Design spi_reg_peripheral, sky130hd; sources not shown.
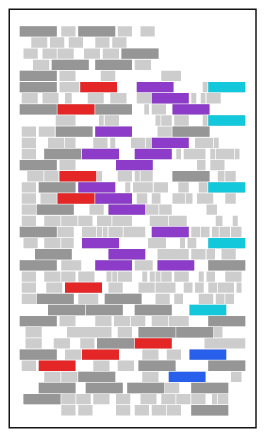
Figure 1: where the registers sit.
| color | signal | flops |
|---|---|---|
| red | pwm_duty_cycle | 8 |
| blue | r_copi_sync | 2 |
| cyan | r_bit_cnt | 5 |
| purple | r_shift | 16 |
footprint of the flip-flops and latches: 1780 um^2
fraction of the core area covered by cells at the end of the flow: 69.2%
Seq/total area: 48.9%
Flop+latch power: 0.00129 W

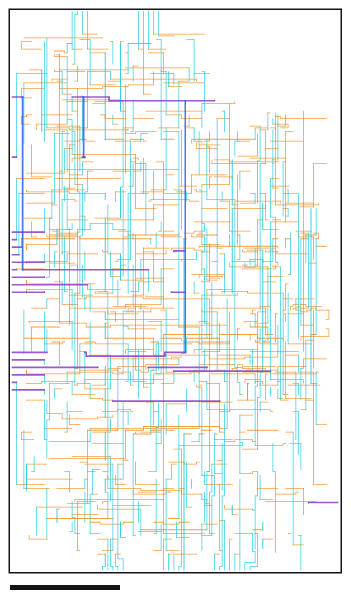
Figure 2: wiring by layer.
Scale bar: 20 um.
| color | layer | wire length |
|---|---|---|
| orange | metal 1 | 2230 um |
| blue | metal 4 | 87.7 um |
| cyan | metal 2 | 3040 um |
| purple | metal 3 | 209 um |
routed wire length: 5560 um
vias after detailed routing: 1786
wire length per cell: 17.5 um
GRT Total Usage: 20.7%

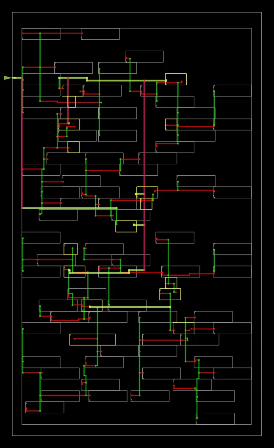
Figure 3: clock routing.
Clk Latency, worst-skew pair: 0.34 ns
clk_skew: 0.00522 ns

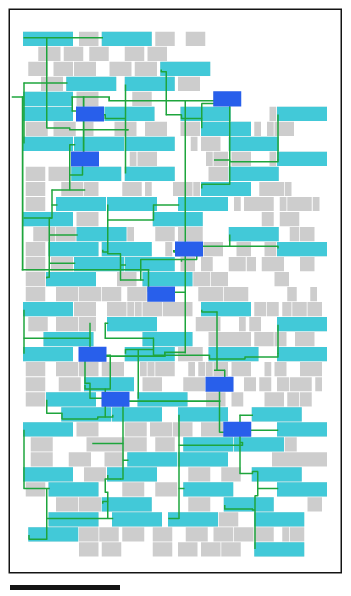
Figure 4: routed clock nets over the placement.
Scale bar: 20 um.
[blue] clock drivers | count: 9
[green] clock wires | length: 792 um
[cyan] flip-flops | count: 71
flops lie: spread over the die
routed clock nets: 10
fraction of power consumed by the clock network: 40.8%
power in the clock group: 0.000969 W

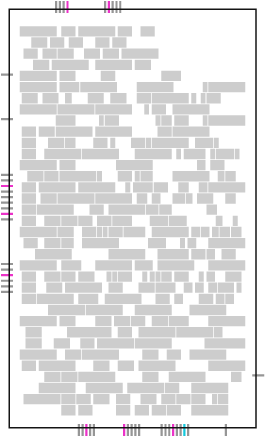
Figure 5: I/O pins on the die edge.
Pins as bars across the die edge, other pins in gray.
| color | port | pins | direction | edge |
|---|---|---|---|---|
| cyan | sclk | 1 | input | bottom |
| magenta | pwm_duty_cycle | 8 | output | 3 bottom, 3 left, 2 top |
horizontal die dimension: 59.9 um
Die Ht: 102 um
count of buffers inserted at the top-level ports: 44

==> results.txt <==
Run status -> complete, no violations
Setup slack at placement -> 0.141 ns
Sequential group share of total power -> 54.5%
Final net count -> 265
Top cell type's share of synthesized area -> 61.4%
Signal buffers share of area -> 14.2%
Total setup buffers inserted after CTS -> 0
Cell depth of the worst flop-to-flop path -> 3
Comb pwr share -> 4.7%
Area of the mapped netlist -> 2900 um^2
Resize count post-CTS -> 0
Count of clock tree sinks -> 71
Number of max-cap violations -> 0
Number of I/O pins -> 46
Buffers outside the clock class -> 52
Post-synth regs -> 71
TritonCTS clock tree -> built
Slew at the pin with the worst max-slew slack -> 0.834 ns
Top routing layer used -> met4
Number of vias per cell -> 5.62
Minimum period implied by the final worst setup slack -> 2.17 ns
Largest driver fanout on the critical path -> 8
Share of async-settable or async-resettable flops after synthesis -> 100%
Standard-cell rows -> 35
Number of antenna violations at the first check in global routing -> 0
Synthesized instance count -> 202
Power density over the cells -> 653 nW/um^2
Overflow left after global routing -> 0
Kind of critical path -> flip-flop to flip-flop
Number of nets at floorplan -> 209
Layout cells sized above 1 -> 26.2%
Amount of wire on met2 after detailed routing -> 3040 um
YS chip area -> 2900 um^2
Gate family responsible for the most delay along the worst path -> simple AND/OR/NAND/NOR gates
Flip-flop count of the largest register after layout -> 16
Final-layout setup total negative slack -> 0 ns
Cell area leaders -> dfrtp_1 (61%), mux2_2 (16%), mux2i_1 (5.9%)
Clkbuf count -> 9
through the flow:
stage	total power [W]	util (%)	area, um^2	hold WS, ns	instances
CTS	0.00240	69.0	3630	0.00911	318
finish	0.00237	69.2	3640	0.00767	318
global placement	0.00142	64.8	3400	0.339	301
floorplan	0.00137	-	2900	0.164	202
global route	0.00247	69.2	3640	0.0109	318
detailed placement	0.00143	65.3	3430	0.344	302
cells by family after synthesis:
logic type               after synthesis  synth area share, %
AND-OR/OR-AND                          8                 2.03
adder cells (fa/ha/maj)                2                0.864
buffers and inverters                 10                 2.12
flip-flops                            71                 61.4
multiplexers                          57                 21.4
other                                  1                0.130
AND/OR/NAND/NOR                       53                 12.1
Power is estimated from default activity; no workload was simulated.
